--- config.mk ---
export PLATFORM = sky130hd
export DESIGN_NAME = alu_arbiter
export DESIGN_NICKNAME = d
export VERILOG_FILES = /design/src/rtl/alu_arbiter_pkg.sv /design/src/rtl/alu_arbiter_rr_arbiter.sv /design/src/rtl/alu_arbiter.sv
export SDC_FILE = /design/constraint.sdc
export NUM_CORES = 1
export LEC_CHECK = 0
export ABC_AREA = 1
export CORE_MARGIN = 3
export CORE_UTILIZATION = 44
export DETAILED_ROUTE_END_ITERATION = 6
export PLACE_DENSITY_LB_ADDON = 0.2
export SYNTH_ARGS = -nofsm -noshare
export SYNTH_HDL_FRONTEND = slang
export SYNTH_SLANG_ARGS = --single-unit
--- constraint.sdc ---
create_clock -name clk -period 2.5 [get_ports clk]
set_input_delay 0.625 -clock clk [delete_from_list [all_inputs] [get_ports clk]]
set_output_delay 0.625 -clock clk [all_outputs]
set_load 0.005 [all_outputs]
--- src/rtl/alu_arbiter_pkg.sv ---
// Shared definitions for the ALU arbiter: opcodes, FSM states and the ALU datapath.
package alu_arbiter_pkg;

  localparam int ALU_DW = 8;

  typedef enum logic [2:0] {
    ALU_ADD = 3'd0,
    ALU_SUB = 3'd1,
    ALU_AND = 3'd2,
    ALU_OR  = 3'd3,
    ALU_XOR = 3'd4,
    ALU_NOT = 3'd5,
    ALU_SHL = 3'd6,
    ALU_SHR = 3'd7
  } alu_op_e;

  typedef enum logic [1:0] {
    S_IDLE = 2'd0,
    S_EXEC = 2'd1,
    S_RESP = 2'd2
  } arb_state_e;

  typedef struct packed {
    logic [ALU_DW-1:0] out;
    logic              carry;
  } alu_res_t;

  // Carry is meaningful only for add; all other ops report carry = 0.
  function automatic alu_res_t alu_eval(input logic [ALU_DW-1:0] a,
                                        input logic [ALU_DW-1:0] b,
                                        input alu_op_e op);
    alu_res_t        r;
    logic [ALU_DW:0] sum;
    sum     = {1'b0, a} + {1'b0, b};
    r.out   = '0;
    r.carry = 1'b0;
    case (op)
      ALU_ADD: begin
        r.out   = sum[ALU_DW-1:0];
        r.carry = sum[ALU_DW];
      end
      ALU_SUB: r.out = a - b;
      ALU_AND: r.out = a & b;
      ALU_OR:  r.out = a | b;
      ALU_XOR: r.out = a ^ b;
      ALU_NOT: r.out = ~a;
      ALU_SHL: r.out = a << 1;
      ALU_SHR: r.out = a >> 1;
      default: r.out = '0;
    endcase
    return r;
  endfunction

endpackage

--- src/rtl/alu_arbiter_rr_arbiter.sv ---
// Combinational round-robin picker: first set request after ptr_i, wrapping modulo N.
module rr_arbiter #(
  parameter  int N  = 4,
  localparam int IW = $clog2(N)
) (
  input  logic [N-1:0]  req_i,
  input  logic [IW-1:0] ptr_i,
  output logic [N-1:0]  gnt_o,
  output logic [IW-1:0] idx_o
);

  int unsigned pos;

  // Scan from lowest to highest priority so the last hit (closest after ptr) wins.
  always_comb begin
    gnt_o = '0;
    idx_o = '0;
    pos   = 0;
    for (int unsigned k = N; k >= 1; k--) begin
      pos = (32'(ptr_i) + k) % 32'(N);
      if (req_i[IW'(pos)]) begin
        gnt_o          = '0;
        gnt_o[IW'(pos)] = 1'b1;
        idx_o          = IW'(pos);
      end
    end
  end

endmodule

--- src/rtl/alu_arbiter.sv ---
// Round-robin front end sharing one registered 8-bit ALU among NUM_REQ requesters.
module alu_arbiter
  import alu_arbiter_pkg::*;
#(
  parameter  int NUM_REQ = 4,
  localparam int IDW     = $clog2(NUM_REQ)
) (
  input  logic                      clk,
  input  logic                      rst,
  input  logic [NUM_REQ-1:0]        req_valid,
  output logic [NUM_REQ-1:0]        req_ready,
  input  logic [ALU_DW*NUM_REQ-1:0] req_a,
  input  logic [ALU_DW*NUM_REQ-1:0] req_b,
  input  logic [3*NUM_REQ-1:0]      req_op,
  output logic                      rsp_valid,
  input  logic                      rsp_ready,
  output logic [IDW-1:0]            rsp_id,
  output logic [ALU_DW-1:0]         rsp_out,
  output logic                      rsp_zero,
  output logic                      rsp_carry,
  output logic                      busy
);

  arb_state_e        state_q, state_d;
  logic [IDW-1:0]    ptr_q, id_q, rsp_id_q, gnt_idx;
  logic [NUM_REQ-1:0] gnt;
  logic [ALU_DW-1:0] a_q, b_q, rsp_out_q;
  alu_op_e           op_q;
  logic              rsp_zero_q, rsp_carry_q;
  logic              grant_fire;
  alu_res_t          alu_res;

  rr_arbiter #(.N(NUM_REQ)) u_rr_arbiter (
    .req_i (req_valid),
    .ptr_i (ptr_q),
    .gnt_o (gnt),
    .idx_o (gnt_idx)
  );

  assign alu_res = alu_eval(a_q, b_q, op_q);

  always_comb begin
    state_d    = state_q;
    req_ready  = '0;
    grant_fire = 1'b0;
    case (state_q)
      S_IDLE: begin
        if ((|req_valid) && !rst) begin
          req_ready  = gnt;
          grant_fire = 1'b1;
          state_d    = S_EXEC;
        end
      end
      S_EXEC:  state_d = S_RESP;
      S_RESP:  if (rsp_ready) state_d = S_IDLE;
      default: state_d = S_IDLE;
    endcase
  end

  always_ff @(posedge clk) begin
    if (rst) begin
      state_q     <= S_IDLE;
      ptr_q       <= IDW'(NUM_REQ - 1);
      a_q         <= '0;
      b_q         <= '0;
      op_q        <= ALU_ADD;
      id_q        <= '0;
      rsp_id_q    <= '0;
      rsp_out_q   <= '0;
      rsp_zero_q  <= 1'b0;
      rsp_carry_q <= 1'b0;
    end else begin
      state_q <= state_d;
      if (grant_fire) begin
        a_q   <= req_a[gnt_idx*ALU_DW +: ALU_DW];
        b_q   <= req_b[gnt_idx*ALU_DW +: ALU_DW];
        op_q  <= alu_op_e'(req_op[gnt_idx*3 +: 3]);
        id_q  <= gnt_idx;
        ptr_q <= gnt_idx;
      end
      if (state_q == S_EXEC) begin
        rsp_out_q   <= alu_res.out;
        rsp_zero_q  <= (alu_res.out == '0);
        rsp_carry_q <= alu_res.carry;
        rsp_id_q    <= id_q;
      end
    end
  end

  assign rsp_valid = (state_q == S_RESP);
  assign busy      = (state_q != S_IDLE);
  assign rsp_id    = rsp_id_q;
  assign rsp_out   = rsp_out_q;
  assign rsp_zero  = rsp_zero_q;
  assign rsp_carry = rsp_carry_q;

endmodule

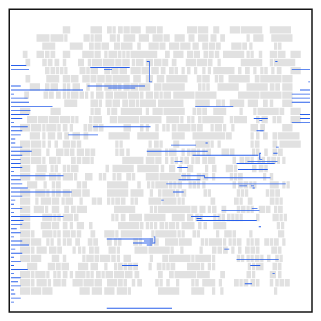
**Above:** run 1 (signal wires on met3).
Drawn at 3 px/µm.
share of all routed wire = 5.4%
main direction = horizontal
wire length on this layer = 675 µm
longest straight run = 39.6 µm
nets with wire on the layer = 102

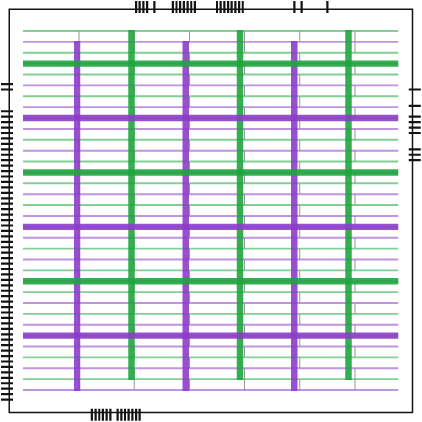
**Above:** run 1 (PDN straps and rails).
Drawn at 4 px/µm. Pins as bars on the die edge. Tap cells in gray.
green -> VDD
purple -> VSS
met1 rails = 34
signal pins = 101
tap cells = 105
met5 straps = 6
rows = 33

==> ci_impl_report.md, run 1 <==
## Synthesis and layout report

| Metric | Value |
|---|---|
| Outcome | finished clean |
| Endpoint of the worst hold path | rsp_zero$_SDFFE_PP0N_ |
| Worst path max stage delay | 0.37 ns |
| Sum of internal, switching and leakage power | 6.16 mW |
| Met2 track utilization from global routing | 40.2% |
| Post-DR wirelength/cell | 13.9 µm |
| Proportion of register bits with asynchronous set or reset after synthesis | 0% |
| Yosys top cell area share | 18.9% |
| Simple Share, Synth | 43.8% |
| Dpl cells | 882 |
| Dominant delay contributor by cell family on the critical path | buffers and inverters |
| Top cells excl fill/tap | sky130_fd_sc_hd__nand2_1 (159), sky130_fd_sc_hd__inv_1 (110), sky130_fd_sc_hd__clkdlybuf4s50_1 (92) |
| Logic gate fraction of the total cell area | 48.9% |
| Hold depth | 2 |
| Met1 layer wirelength in the final routing | 5840 µm |
| Max-area cell class | logic gates |
| Data arrival time of the critical path | 1.84 ns |
| Total global routing track utilization | 24.7% |
| Count of nets after finishing | 907 |
| Switching pwr | 3.12 mW |
| Worst setup slack after placement | -0.677 ns |
| Seq cells post-synth | 37 |
| HPWL after detailed placement | 9920 µm |
| Number of cells in the finished layout apart from fillers | 897 |
| Met3 wire length | 675 µm |
| H-tree level count | 2 |
| Post-cts repair resize count | 36 |
| ClkCell Share | 2.51% |
| Seq/Total Area, Yosys | 18.9% |
| Total global routing overflow | 0 |
| Well-tap cell count | 105 |
| Flip-flops | 37 |
| Number of buffers and inverters on the critical path | 5 |
| Series of cell instances along the critical path | inv_4 -> ha_4 -> inv_4 -> buf_4 -> nand2_4 -> o21ai_4 -> inv_4 -> o211ai_1 -> a21oi_1 -> buf_2 |
| Destination of the worst register-to-register timing path | rsp_zero$_SDFFE_PP0N_ |
| Via count of the first global-routing pass | 4,356 |
| Antenna diode count | 0 |
| Layout clock buffers | 5 |
| Non-clock inverter count | 120 |
| Placed Instance Area | 0.00523 mm² |
| Wire length of the first global-routing pass | 20,500 µm |
| Min-delay src | rsp_zero$_SDFFE_PP0N_ |
| Number of cell instances on the worst register-to-register path | 12 |
| Vertical die dimension | 100 µm |
| Die outline width | 100 µm |
| Synthesized area | 0.00393 mm² |
| Logic area | 0.00269 mm² |
| Worst setup path startpoint | ptr_q[0]$_SDFFE_PP1P_ |
| Clock buffer depth | 2 |
| AND-OR/OR-AND Cells, Area Fraction | 11.4% |
| Post-CTS Setup Repair Bufs | 2 |
| Most frequent cells after synthesis | sky130_fd_sc_hd__nand2_1 (169), sky130_fd_sc_hd__inv_1 (114), sky130_fd_sc_hd__nand3_1 (91) |
| Clock latency at the later pin of the worst-skew pair | 0.29 ns |
| Setup clock skew after layout | 0.00795 ns |
| Netlist cell types | 29 |
| Cell count in the Yosys report | 667 |
| Ratio of cells with drive above 1 in the final layout | 12.6% |
| Top Consumer | combinational cells |
| Power Sequential | 947 µW |
| Maximum operating frequency | 405 MHz |
| Buffer type at the clock tree root | sky130_fd_sc_hd__clkbuf_8 |
| Cell at the slowest stage of the critical path | sky130_fd_sc_hd__dfxtp_4 |
| Number of rows created at floorplan | 33 |
| OpenROAD warning count | 49 |
| Power attributed to combinational cells | 4.58 mW |
| Highest metal layer with signal wires | met4 |
| Total Neg Setup Slack | 0 ns |
| Reported max-cap violation count | 0 |
| Layout overhead on the synthesized area | 39.9% |
| Count of multi-input gates | 487 |
| Leakage power figure | 2.77 nW |
| Time the worst path needs with I/O delays and setup | 2.47 ns |
| Setup repair after global routing missed its margin | true |
| Met1 track utilization from global routing | 34.0% |
| Final max-slew violation count | 0 |
| TritonCTS clock tree | done |
| Cts bufs inserted | 5 |
| Commonest flop | sky130_fd_sc_hd__dfxtp_1 |
| Clock network fraction of total power | 10.2% |
| Critical Path Sink Type | output port |
| Design internal power | 3.04 mW |
| Maximum vdd drop | 0.000617 V |
| Net switching fraction of the power | 50.6% |
| Final weighted congestion in routability-driven placement | 0.961 |
| Cell mode on critical path | sky130_fd_sc_hd__inv_4 |
| Cell taking the most area after synthesis | sky130_fd_sc_hd__dfxtp_1 |
| Iteration tally of the first detailed-router pass | 6 |
| Finished Cell Area | 0.00549 mm² |
| Area of the core | 0.00842 mm² |
| Via-to-Cell Ratio | 5.11 |
| Xor/xnor share | 0.223% |
| Cell Pwr Density | 1120 mW/mm² |
| FF-to-FF Start | a_q[3]$_SDFFE_PP0P_ |
| Library cell with the highest instance count after synthesis | sky130_fd_sc_hd__nand2_1 |
| Share of power burned in registers | 15.4% |
| Initial antenna violation count | 0 |
| Portion of netlist area occupied by mux cells | 0% |
| Total stage count of the critical path | 10 |
| Number of setup violations in the final report | 0 |
| Total wire length | 12,500 µm |
| Critical path peak fanout | 8 |
| Drt drc | 0 |
| Relative area of non-clock buffer cells in the final design | 24.2% |
| Chip area in the Yosys report | 0.00393 mm² |
| Kind of start point of the critical path | register |
| Clock-pin transition on the worst setup and hold timing paths | 0.08 ns |
| End of the critical path | req_ready[2] |
| Number of nets with antenna violations after routing | 0 |
| Clock group power | 628 µW |
| Largest net degree at the start of global routing | 33 |
| Class of the most critical setup path | register to output port |
| Worst Max-Slew Pin Slew | 0.525 ns |
| Hold Violations, Final | 0 |
| Fraction of power consumed by combinational cells | 74.4% |
| Final worst-path cycle share | 98.8% |
| FP Core Util | 46.6% |
| Fin worst setup slack | 0.0301 ns |
| Commonest non-fill, non-tap cell in the layout | sky130_fd_sc_hd__nand2_1 |
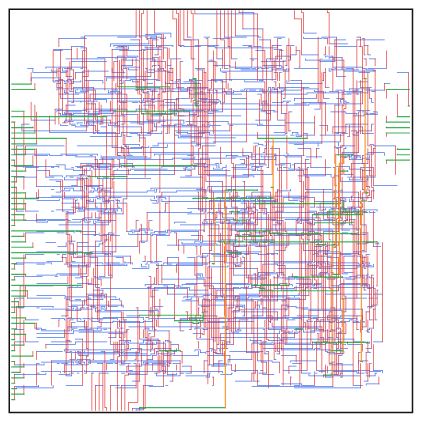
**Above:** run 1 (signal wires by layer).
Drawn at 4 px/µm.
blue -> M1  # wire length 5,840 µm
orange -> M4  # wire length 253 µm
green -> M3  # wire length 675 µm
red -> M2  # wire length 5,720 µm

**Run 1: met2 routing**

Drawn at 3 px/µm.
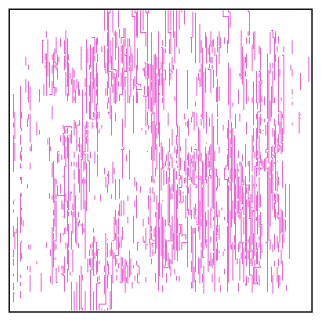

==> inputs of run 2 (changes only) <==
Settings changed: PLACE_DENSITY_LB_ADDON 0.2 to 0.25.
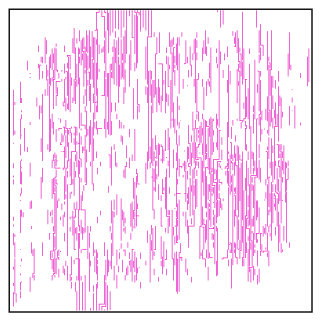
**Above:** run 2 (met2 routing).
Drawn at 3 px/µm.
wire length on this layer = 5,500 µm
nets with wire on the layer = 681
share of all routed wire = 45%
main direction = vertical
longest straight run = 30.3 µm

==> ci_impl_report.md, run 2 <==
## Synthesis and layout report

| Metric | Value |
|---|---|
| Switching pwr | 3.02 mW (was 3.12 mW) |
| Hold Violations, Final | 0 (unchanged) |
| Top cells excl fill/tap | sky130_fd_sc_hd__nand2_1 (162), sky130_fd_sc_hd__inv_1 (110), sky130_fd_sc_hd__clkdlybuf4s50_1 (92) (was sky130_fd_sc_hd__nand2_1 (159), sky130_fd_sc_hd__inv_1 (110), sky130_fd_sc_hd__clkdlybuf4s50_1 (92)) |
| Post-CTS Setup Repair Bufs | 1 (was 2) |
| Total wire length | 12,200 µm (was 12,500 µm) |
| End of the critical path | req_ready[1] (was req_ready[2]) |
| Clock-pin transition on the worst setup and hold timing paths | 0.07 ns (was 0.08 ns) |
| Count of multi-input gates | 487 (unchanged) |
| Power attributed to combinational cells | 4.43 mW (was 4.58 mW) |
| Power Sequential | 929 µW (was 947 µW) |
| Setup clock skew after layout | 0.00918 ns (was 0.00795 ns) |
| Critical path peak fanout | 8 (unchanged) |
| Commonest flop | sky130_fd_sc_hd__dfxtp_1 (unchanged) |
| Synthesized area | 0.00393 mm² (unchanged) |
| Final weighted congestion in routability-driven placement | 0.982 (was 0.961) |
| Die outline width | 100 µm (unchanged) |
| Maximum vdd drop | 0.000699 V (was 0.000617 V) |
| Fin worst setup slack | 0.0695 ns (was 0.0301 ns) |
| Number of cells in the finished layout apart from fillers | 895 (was 897) |
| Post-DR wirelength/cell | 13.6 µm (was 13.9 µm) |
| Critical Path Sink Type | output port (unchanged) |
| OpenROAD warning count | 49 (unchanged) |
| Finished Cell Area | 0.00539 mm² (was 0.00549 mm²) |
| Required arrival time at the worst endpoint | 1.88 ns (about the same) |
| TritonCTS clock tree | done (unchanged) |
| Class of the most critical setup path | register to output port (unchanged) |
| Final max-slew violation count | 0 (unchanged) |
| Number of cell instances on the worst register-to-register path | 14 (was 12) |
| Worst path max stage delay | 0.35 ns (was 0.37 ns) |
| Total global routing track utilization | 24.7% (about the same) |
| Initial antenna violation count | 0 (unchanged) |
| Met1 track utilization from global routing | 33.9% (was 34.0%) |
| Area of the core | 0.00842 mm² (unchanged) |
| Iteration tally of the first detailed-router pass | 5 (was 6) |
| Time the worst path needs with I/O delays and setup | 2.43 ns (was 2.47 ns) |
| Relative area of non-clock buffer cells in the final design | 24.0% (was 24.2%) |
| Destination of the worst register-to-register timing path | rsp_zero$_SDFFE_PP0N_ (unchanged) |
| Number of buffers and inverters on the critical path | 5 (unchanged) |
| AND-OR/OR-AND Cells, Area Fraction | 11.4% (unchanged) |
| Post-cts repair resize count | 36 (unchanged) |
| Seq cells post-synth | 37 (unchanged) |
| Number of setup violations in the final report | 0 (unchanged) |
| Worst setup slack after placement | -0.646 ns (was -0.677 ns) |
| Chip area in the Yosys report | 0.00393 mm² (unchanged) |
| Dpl cells | 881 (was 882) |
| Seq/Total Area, Yosys | 18.9% (unchanged) |
| Overall chip area | 0.0101 mm² (unchanged) |
| Register-to-Register Setup Slack | 0.18 ns (was 0.24 ns) |
| ClkCell Share | 2.14% (was 2.51%) |
| Maximum operating frequency | 411 MHz (was 405 MHz) |
| Top Consumer | combinational cells (unchanged) |
| Hold depth | 2 (unchanged) |
| Fraction of power consumed by combinational cells | 75.3% (was 74.4%) |
| Total Neg Setup Slack | 0 ns (unchanged) |
| Cell at the slowest stage of the critical path | sky130_fd_sc_hd__dfxtp_2 (was sky130_fd_sc_hd__dfxtp_4) |
| Dominant delay contributor by cell family on the critical path | buffers and inverters (unchanged) |
| FP Core Util | 46.6% (unchanged) |
| Cell count in the Yosys report | 667 (unchanged) |
| Logic area | 0.00265 mm² (was 0.00269 mm²) |
| Reported max-cap violation count | 0 (unchanged) |
| Commonest non-fill, non-tap cell in the layout | sky130_fd_sc_hd__nand2_1 (unchanged) |
| Kind of start point of the critical path | register (unchanged) |
| Setup repair after global routing missed its margin | true (unchanged) |
| Cell mode on critical path | sky130_fd_sc_hd__inv_2 (was sky130_fd_sc_hd__inv_4) |
| Net switching fraction of the power | 51.3% (was 50.6%) |
| Cell Pwr Density | 1090 mW/mm² (was 1120 mW/mm²) |
| Wire length of the first global-routing pass | 20,400 µm (was 20,500 µm) |
| Leakage power figure | 2.72 nW (was 2.77 nW) |
| Drt drc | 0 (unchanged) |
| Met1 layer wirelength in the final routing | 5650 µm (was 5840 µm) |
| Xor/xnor share | 0.223% (unchanged) |
| Sum of internal, switching and leakage power | 5.89 mW (was 6.16 mW) |
| Non-clock inverter count | 120 (unchanged) |
| Met3 wire length | 838 µm (was 675 µm) |
| Portion of netlist area occupied by mux cells | 0% (unchanged) |
| Cts bufs inserted | 5 (unchanged) |
| Endpoint of the worst hold path | id_q[1]$_SDFFE_PP0P_ (was rsp_zero$_SDFFE_PP0N_) |
| Count of nets after finishing | 905 (was 907) |
| Most frequent cells after synthesis | sky130_fd_sc_hd__nand2_1 (169), sky130_fd_sc_hd__inv_1 (114), sky130_fd_sc_hd__nand3_1 (91) (unchanged) |
| Worst setup path startpoint | ptr_q[0]$_SDFFE_PP1P_ (unchanged) |
| Final worst-path cycle share | 97.2% (was 98.8%) |
| Placed Instance Area | 0.00520 mm² (was 0.00523 mm²) |
| H-tree level count | 2 (unchanged) |
| Total stage count of the critical path | 9 (was 10) |
| Number of nets with antenna violations after routing | 0 (unchanged) |
| Via count of the first global-routing pass | 4,449 (was 4,356) |
| Library cell with the highest instance count after synthesis | sky130_fd_sc_hd__nand2_1 (unchanged) |
| Ratio of cells with drive above 1 in the final layout | 11.9% (was 12.6%) |
| EDFF count, synth | 0 (unchanged) |
| Max-area cell class | logic gates (unchanged) |
| FF-to-FF Start | a_q[0]$_SDFFE_PP0P_ (was a_q[3]$_SDFFE_PP0P_) |
| Well-tap cell count | 105 (unchanged) |
| Netlist cell types | 29 (unchanged) |
| Total global routing overflow | 0 (unchanged) |
| Clock buffer depth | 2 (unchanged) |
| Cell taking the most area after synthesis | sky130_fd_sc_hd__dfxtp_1 (unchanged) |
| Layout overhead on the synthesized area | 37.2% (was 39.9%) |
| Largest net degree at the start of global routing | 32 (was 33) |
| Buffer type at the clock tree root | sky130_fd_sc_hd__clkbuf_8 (unchanged) |
| Filler cell count in the final layout | 776 (was 767) |
| Clock network fraction of total power | 8.9% (was 10.2%) |
| Highest metal layer with signal wires | met4 (unchanged) |
| Worst Max-Slew Pin Slew | 0.476 ns (was 0.525 ns) |
| Number of rows created at floorplan | 33 (unchanged) |
| Antenna diode count | 0 (unchanged) |
| Outcome | finished clean (unchanged) |
| HPWL after detailed placement | 9940 µm (was 9920 µm) |
| Vertical die dimension | 100 µm (unchanged) |
| Proportion of register bits with asynchronous set or reset after synthesis | 0% (unchanged) |
| Via-to-Cell Ratio | 5.09 (was 5.11) |
| Logic gate fraction of the total cell area | 49.2% (was 48.9%) |
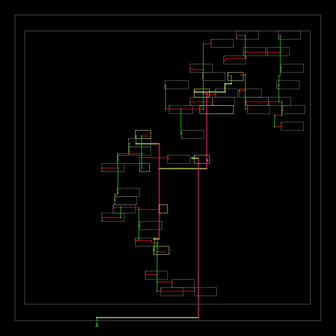
**Above:** run 2 (the clock network).
clock group power: 523 µW
flip-flops: 37
number of sinks on the clock net: 37
Layout clock buffers: 5
clock latency at the later pin of the worst-skew pair: 0.30 ns

No activity file was given, so power comes from the tool's default toggle rates.
